[src/rtl/adsb_frame_asm.sv]
// ADS-B Mode S frame assembler: collects demodulated bits, computes CRC-24 serially and streams tagged records.
// Optional build macro ADSB_CRC_REJECT_EN drops DF11/17/18 frames whose syndrome is nonzero.
module adsb_frame_asm #(
    parameter int CONF_MAX = 8
) (
    input  logic        clock,
    input  logic        reset,
    input  logic        det_ena,
    input  logic        data_start,
    input  logic        bit_ena,
    input  logic        bit_data,
    input  logic        bit_conf,
    input  logic        done,
    input  logic        watchdog_reset,
    output logic [7:0]  out_data,
    output logic        out_valid,
    input  logic        out_ready,
    output logic        out_last,
    output logic [15:0] frames_ok,
    output logic [15:0] frames_bad,
    output logic        overrun,
    output logic [1:0]  state_dbg
);

    // Output stream: a byte moves on any cycle with out_valid && out_ready; out_data/out_last
    // hold while stalled and out_valid stays high from header to the last syndrome byte.

    typedef enum logic [1:0] {
        S_IDLE    = 2'd0,
        S_COLLECT = 2'd1,
        S_CHECK   = 2'd2,
        S_SEND    = 2'd3
    } state_t;

    localparam logic [23:0] CRC_POLY = 24'hFFF409;
    localparam logic [6:0]  CONF_LIM = (CONF_MAX > 63) ? 7'd63 : 7'(CONF_MAX);

    state_t state, state_nxt;

    logic [6:0]   bit_cnt;
    logic [5:0]   low_cnt;
    logic [23:0]  crc;
    logic [23:0]  parity;
    logic [111:0] shreg;
    logic [4:0]   df;
    logic [4:0]   byte_idx;

    logic        abort;
    logic        is_long;
    logic [6:0]  bit_num;
    logic [6:0]  frame_len;
    logic        bit_take;
    logic        frame_full;
    logic        in_crc_region;
    logic [23:0] syndrome;
    logic        crc_ok;
    logic        conf_fail;
    logic        crc_reject;
    logic        drop_early;
    logic        check_drop;
    logic        check_pass;
    logic        xfer;
    logic [3:0]  nbytes;
    logic [3:0]  byte_off;
    logic [4:0]  syn_sel;
    logic [4:0]  last_idx;
    logic [7:0]  nxt_byte;
    logic [7:0]  header;

    assign abort         = watchdog_reset || !det_ena;
    assign is_long       = df[4];
    assign bit_num       = bit_cnt + 7'd1;
    assign frame_len     = is_long ? 7'd112 : 7'd56;
    assign bit_take      = (state == S_COLLECT) && bit_ena && !abort;
    assign frame_full    = bit_take && (bit_num == frame_len);
    // DF is unknown during the first five bits, but those always fall in the CRC region.
    assign in_crc_region = (bit_num <= (frame_len - 7'd24));
    assign syndrome      = crc ^ parity;
    assign crc_ok        = (syndrome == 24'd0);
    assign conf_fail     = ({1'b0, low_cnt} > CONF_LIM);

`ifdef ADSB_CRC_REJECT_EN
    assign crc_reject = ((df == 5'd11) || (df == 5'd17) || (df == 5'd18)) && !crc_ok;
`else
    assign crc_reject = 1'b0;
`endif

    assign drop_early = (state == S_COLLECT) && !abort && !frame_full && done;
    assign check_drop = (state == S_CHECK) && !abort && (conf_fail || crc_reject);
    assign check_pass = (state == S_CHECK) && !abort && !(conf_fail || crc_reject);
    assign xfer       = (state == S_SEND) && out_valid && out_ready;

    assign header   = {is_long, crc_ok, low_cnt};
    assign nbytes   = is_long ? 4'd14 : 4'd7;
    assign last_idx = is_long ? 5'd17 : 5'd10;
    assign byte_off = nbytes - byte_idx[3:0];
    assign syn_sel  = byte_idx - {1'b0, nbytes};
    assign state_dbg = state;

    // Record byte at byte_idx (1-based after the header): frame bytes, then syndrome bytes.
    always_comb begin
        nxt_byte = 8'd0;
        if (byte_idx <= {1'b0, nbytes}) begin
            nxt_byte = shreg[{byte_off, 3'b000} +: 8];
        end else begin
            case (syn_sel)
                5'd1:    nxt_byte = syndrome[23:16];
                5'd2:    nxt_byte = syndrome[15:8];
                default: nxt_byte = syndrome[7:0];
            endcase
        end
    end

    always_comb begin
        state_nxt = state;
        case (state)
            S_IDLE: begin
                if (data_start && det_ena && !watchdog_reset) state_nxt = S_COLLECT;
            end
            S_COLLECT: begin
                if (abort)           state_nxt = S_IDLE;
                else if (frame_full) state_nxt = S_CHECK;
                else if (done)       state_nxt = S_IDLE;
            end
            S_CHECK: begin
                if (check_pass) state_nxt = S_SEND;
                else            state_nxt = S_IDLE;
            end
            S_SEND: begin
                if (xfer && out_last) state_nxt = S_IDLE;
            end
            default: state_nxt = S_IDLE;
        endcase
    end

    always_ff @(posedge clock) begin
        if (reset) state <= S_IDLE;
        else       state <= state_nxt;
    end

    always_ff @(posedge clock) begin
        if (reset) begin
            bit_cnt    <= 7'd0;
            low_cnt    <= 6'd0;
            crc        <= 24'd0;
            parity     <= 24'd0;
            shreg      <= 112'd0;
            df         <= 5'd0;
            byte_idx   <= 5'd0;
            out_data   <= 8'd0;
            out_valid  <= 1'b0;
            out_last   <= 1'b0;
            frames_ok  <= 16'd0;
            frames_bad <= 16'd0;
            overrun    <= 1'b0;
        end else begin
            overrun <= (state == S_SEND) && data_start;

            if ((state == S_IDLE) && (state_nxt == S_COLLECT)) begin
                bit_cnt <= 7'd0;
                low_cnt <= 6'd0;
                crc     <= 24'd0;
                parity  <= 24'd0;
                shreg   <= 112'd0;
                df      <= 5'd0;
            end

            if (bit_take) begin
                shreg   <= {shreg[110:0], bit_data};
                bit_cnt <= bit_num;
                if (!bit_conf && (low_cnt != 6'd63)) low_cnt <= low_cnt + 6'd1;
                if (bit_cnt == 7'd4) df <= {shreg[3:0], bit_data};
                if (in_crc_region)
                    crc <= {crc[22:0], 1'b0} ^ ((crc[23] ^ bit_data) ? CRC_POLY : 24'd0);
                else
                    parity <= {parity[22:0], bit_data};
            end

            if (drop_early || check_drop) frames_bad <= frames_bad + 16'd1;

            if (check_pass) begin
                frames_ok <= frames_ok + 16'd1;
                out_valid <= 1'b1;
                out_data  <= header;
                out_last  <= 1'b0;
                byte_idx  <= 5'd1;
            end

            if (xfer) begin
                if (out_last) begin
                    out_valid <= 1'b0;
                    out_last  <= 1'b0;
                end else begin
                    out_data <= nxt_byte;
                    out_last <= (byte_idx == last_idx);
                    byte_idx <= byte_idx + 5'd1;
                end
            end
        end
    end

endmodule

[config.mk]
export PLATFORM = sky130hd
export DESIGN_NAME = adsb_frame_asm
export DESIGN_NICKNAME = d
export VERILOG_FILES = /design/src/rtl/adsb_frame_asm.sv
export SDC_FILE = /design/constraint.sdc
export NUM_CORES = 1
export LEC_CHECK = 0
export CAP_MARGIN = 10
export CELL_PAD_IN_SITES_DETAIL_PLACEMENT = 2
export CELL_PAD_IN_SITES_GLOBAL_PLACEMENT = 2
export CORE_ASPECT_RATIO = 1.5
export CORE_MARGIN = 1
export CORE_UTILIZATION = 38
export CTS_BUF_LIST = sky130_fd_sc_hd__clkbuf_8
export DETAILED_ROUTE_END_ITERATION = 10
export MAX_ROUTING_LAYER = met4
export PLACE_DENSITY_LB_ADDON = 0.1
export SLEW_MARGIN = 20
export SYNTH_ARGS = -nofsm -noshare
export SYNTH_HDL_FRONTEND = slang
export SYNTH_SLANG_ARGS = --single-unit
[constraint.sdc]
create_clock -name clock -period 3.5 [get_ports clock]
set_input_delay 0.7 -clock clock [delete_from_list [all_inputs] [get_ports clock]]
set_output_delay 0.7 -clock clock [all_outputs]
set_load 0.01 [all_outputs]
**Register map, names as in the netlist**

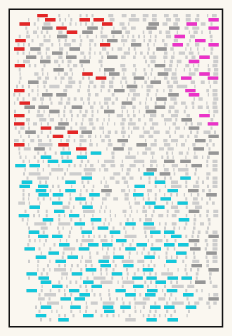
color	name in the netlist	sequential cells
red	parity	24
magenta	frames_ok	16
cyan	shreg	112
not colored	72
sequential share of cell area: 0.3695
power of the sequential group: 2550 µW
Flop area: 4484 µm²
final core utilization: 0.4443

**Clock distribution**

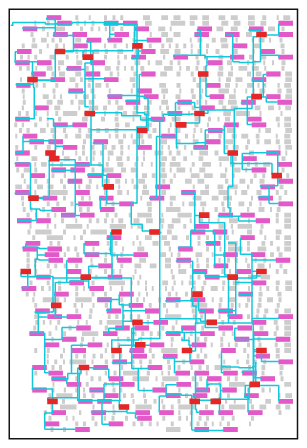
[cyan] clock wires | length: 3,530 µm
[magenta] flip-flops | count: 224
[red] clock-net drivers | count: 38
routed clock nets	39

**Placed cells, one color a class**

Scale bar: 50 µm.
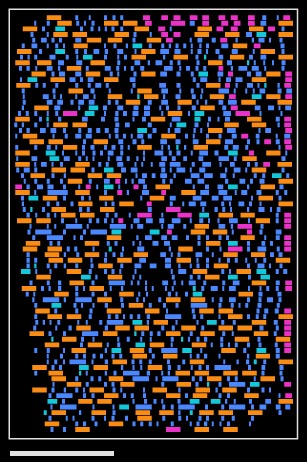
color	class	cells
magenta	remaining buffers and delay cells	76
cyan	clock drivers and dummy loads	63
blue	remaining logic cells	959
orange	registers	224

**Track usage over the die**

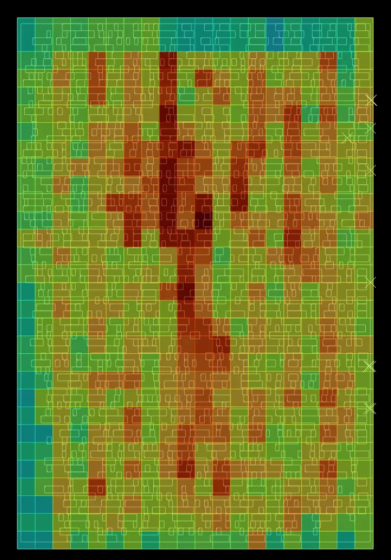
met2 Usage GRT: 0.4277
overall fraction of global-route tracks in use: 0.2400
GRT busiest layer: met2
met1 track utilization from global routing: 0.2638
average detailed-routed wire length per instance: 19.64 µm

**Floorplan with the power grid**

Pins as bars on the die edge. Tap cells in gray.
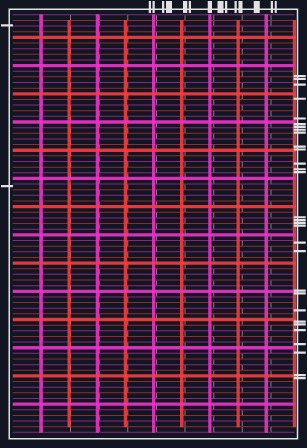
color	net
magenta	VSS
red	VDD
met4 straps	10
rows	74
signal pins	55
met1 rails	75

==> notes.md <==
Summary of the current implementation state.

- The run finished, with violations left.
- The checks that failed: design-rule violations.
- The count of routing violations after the opening detailed-route iteration is 450, for reference.
- The post-route setup TNS is 0 ns, for reference.
- For this run, the register share of the synthesized area comes to 0.4240.
- The net switching power in the latest report is 1177 µW.
- The actual slew at the worst max-slew pin is 0.8155 ns, for reference.
- The count of vias placed by the detailed router is 9,585, for reference.
- The wire length of the first global-routing pass is 53.53 mm, for reference.
- The mapped cell area is 10,580 µm², for reference.
- The biggest area consumer among synthesized cells is sky130_fd_sc_hd__dfxtp_1, for reference.
- Derived from the worst setup path, the maximum achievable clock frequency is 332.4 MHz.
- The area used by multi-input combinational logic is 5668 µm², for reference.
- The mean instance size in the synthesized netlist is 8.243 µm², for reference.
- The quantity of I/O buffers inserted on ports is 54, for reference.
- The launch point of the worst min-delay path is recorded as shreg[29]$_SDFFE_PP0P_.
- In the final layout, the share of cells above drive strength 1 is 0.08699.
- The antenna diode instance count is 0, for reference.
- The final worst setup slack is 0.4918 ns, for reference.
- The report lists the number of standard-cell rows as 74.
- The synthesized netlist contains 61 unique library cells.
- The count of synthesis-stage warnings from yosys is 0, for reference.
- The count of endpoints failing setup in the final report is 0, for reference.
- Nets still carrying antenna violations after routing amount to 0.
- The share of total power dissipated in the clock network is 0.454.
- The number of CTS-inserted buffers is 38, for reference.
- The stat command in Yosys gives a chip area of 10,580 µm².
- The H-tree was split into 2 levels.
- The relative max-transition margin is 0.4563, for reference.
- The power drawn by the clock network is 2220 µW, for reference.
- The maximum root-to-sink buffer count is 3, for reference.
- The die is 138.2 µm wide.
- STA lists the endpoint of the worst register-to-register path as frames_bad[15]$_SDFFE_PP0P_.
- 55 I/O pins were placed.
- The total length of routed wires is 32.69 mm, for reference.
- Entering global routing, the biggest net connects 154 pins.
- The synthesized instance count is 1,283, for reference.
- Data on the critical path is required at its endpoint by 3.97 ns.
- The report lists the power per cell area as 403.6 nW/µm².
- The length in cells of the worst reg-to-reg path is 11, for reference.
- Note that the worst hold path type here is register to register.
- Per the final timing report, the hold violations number 0.
- The number of flops mapped to enable cells by yosys is 0, for reference.
- Of the total power, the share spent switching nets is 0.2403.
- The combinational cell power is 122 µW, for reference.
- The async set-or-reset flop fraction in the synthesized netlist is 0, for reference.
- Counting flops and latches in the post-synthesis netlist gives 224.
- After detailed routing, the number of remaining DRC violations is 11.
- Setup repair after global routing left no endpoint under its margin.
- The delay of the slowest critical-path stage is 0.53 ns, for reference.
- The register share of total power is 0.521, for reference.
- The highest net fanout along the worst path is 30, for reference.
- The library cell used most frequently in the layout, excluding fill and tap cells, is sky130_fd_sc_hd__dfxtp_1.
- The vias per cell is 5.760, for reference.
- After global routing the overflow that remains totals 0.
- The die boundary height is 206.3 µm, for reference.
- The worst voltage drop across the vdd grid is 0.0002457 V, for reference.
- For reference, the critical path is launched at bit_cnt[0]$_SDFFE_PP0P_.
- The setup path with the least slack is of type register to register.
- The final hold slack is 0.4669 ns, for reference.
- In the final run the clock tree shows a worst skew of 0.01632 ns.
- Hold repair after CTS inserted 0 buffers.
- For the worst reg-to-reg path, the startpoint reported by OpenROAD is bit_cnt[0]$_SDFFE_PP0P_.
- The cell area after placement is 11,430 µm², for reference.
- The pre-CTS setup check shows a worst slack of 0.2810 ns.
- The worst setup path is launched from a register.
- The number of global-route vias before repair was 10,100.
- The number of nets in the layout is 1,326, for reference.
- After clock tree synthesis, the clock-pin slew on the worst setup and hold paths is 0.06 ns.
- Among the stages of the critical path, the cell type that occurs most often is sky130_fd_sc_hd__ha_1.
- The number of cells on the worst hold path is listed as 2.
- The placed cell count is 1,601, for reference.
- The pre-placement core utilization is 0.3872, for reference.
- The stage-log warning count is 34, for reference.
- The largest part of the power goes to registers.
- In this run the critical path is formed by ha_1 -> nand2_1 -> nor2_1 -> xor2_1 -> ha_1 -> and4b_1 -> o2111ai_2 -> a31oi_2 -> buf_4 -> or4b_1 -> a21oi_1.
- The proportion of power drawn by combinational gates is 0.025, for reference.
- The synth_stat.txt file lists the number of cells as 1,283.
- The number of sinks driven by the clock tree is 224, for reference.
-- critical path, delay by kind of cell, from the launching register on --
| kind | cells | cell delay [ns] |
|---|---|---|
| adders and majority gates | 2 | 0.61 |
| xor gates and xnor gates | 1 | 0.27 |
| AOI/OAI and AO/OA | 3 | 0.38 |
| buffers and inverters | 1 | 0.23 |
| and+or+nand+nor | 4 | 0.99 |
| DFF | 1 | 0.42 |
-- state kept, by name (all words and copies together) (netlist names) --
signal and count:
frames_ok 16, byte_idx 5, state_dbg 2, out_valid 1
parity 24, low_cnt 6, shreg 112, overrun 1
out_data 8, out_last 1, df 1, bit_cnt 7
crc 24, frames_bad 16
-- Yosys cell counts (5+ instances only) --
| cell type | number |
|---|---|
| sky130_fd_sc_hd__a221oi_1 | 9 |
| sky130_fd_sc_hd__buf_2 | 16 |
| sky130_fd_sc_hd__o22ai_1 | 12 |
| sky130_fd_sc_hd__xor2_1 | 17 |
| sky130_fd_sc_hd__dfxtp_1 | 224 |
| sky130_fd_sc_hd__a21oi_1 | 194 |
| sky130_fd_sc_hd__nand3_1 | 184 |
| sky130_fd_sc_hd__ha_1 | 17 |
| sky130_fd_sc_hd__and4_1 | 6 |
| sky130_fd_sc_hd__inv_1 | 13 |
| sky130_fd_sc_hd__a311o_1 | 6 |
| sky130_fd_sc_hd__buf_1 | 5 |
| sky130_fd_sc_hd__mux2i_1 | 18 |
| sky130_fd_sc_hd__xnor2_1 | 42 |
| sky130_fd_sc_hd__o21ai_0 | 24 |
| sky130_fd_sc_hd__clkbuf_1 | 73 |
| sky130_fd_sc_hd__nand2_1 | 213 |
| sky130_fd_sc_hd__nand4_1 | 12 |
| sky130_fd_sc_hd__a31oi_1 | 7 |
| sky130_fd_sc_hd__nor3_1 | 6 |
| sky130_fd_sc_hd__nor2_1 | 63 |
| sky130_fd_sc_hd__a211oi_1 | 10 |
| sky130_fd_sc_hd__mux4_2 | 24 |
| sky130_fd_sc_hd__and3_1 | 9 |
| sky130_fd_sc_hd__or3_1 | 17 |
-- per-layer routing --
| metal | GRT usage | share of wire | up-vias |
|---|---|---|---|
| met3 | 0.03591 | 0.028 | 94 |
| li1 | - | - | 4567 |
| met4 | 0.1148 | 0.043 | 0 |
| met1 | 0.2638 | 0.42 | 4804 |
| met2 | 0.4277 | 0.51 | 120 |
| met5 | - | 0 | - |
-- layout make-up --
cell class | count | area share
Clock inverter | 19 | 0.006804
Clock buffer | 44 | 0.04990
Tap cell | 342 | 0.03526
Timing Repair Buffer | 76 | 0.06753
Multi-Input combinational cell | 946 | 0.4670
Sequential cell | 224 | 0.3695
Inverter | 13 | 0.004021
-- kinds of logic after synthesis --
| logic type | after synthesis | synth area share |
|---|---|---|
| buffers and inverters | 113 | 0.04484 |
| XOR/XNOR | 59 | 0.04886 |
| AND/OR/NAND/NOR | 544 | 0.2408 |
| adder cells (fa/ha/maj) | 17 | 0.02011 |
| AND-OR/OR-AND | 283 | 0.1522 |
| multiplexers | 43 | 0.06921 |
| flip-flops | 224 | 0.4240 |
-- timing repair --
| action | 4_1_cts | 5_1_grt |
|---|---|---|
| setup endpoints to repair | 0 | 44 |
| buffers inserted | 0 | 0 |
| resized | 0 | 1 |
Power and IR drop assume default switching activity.
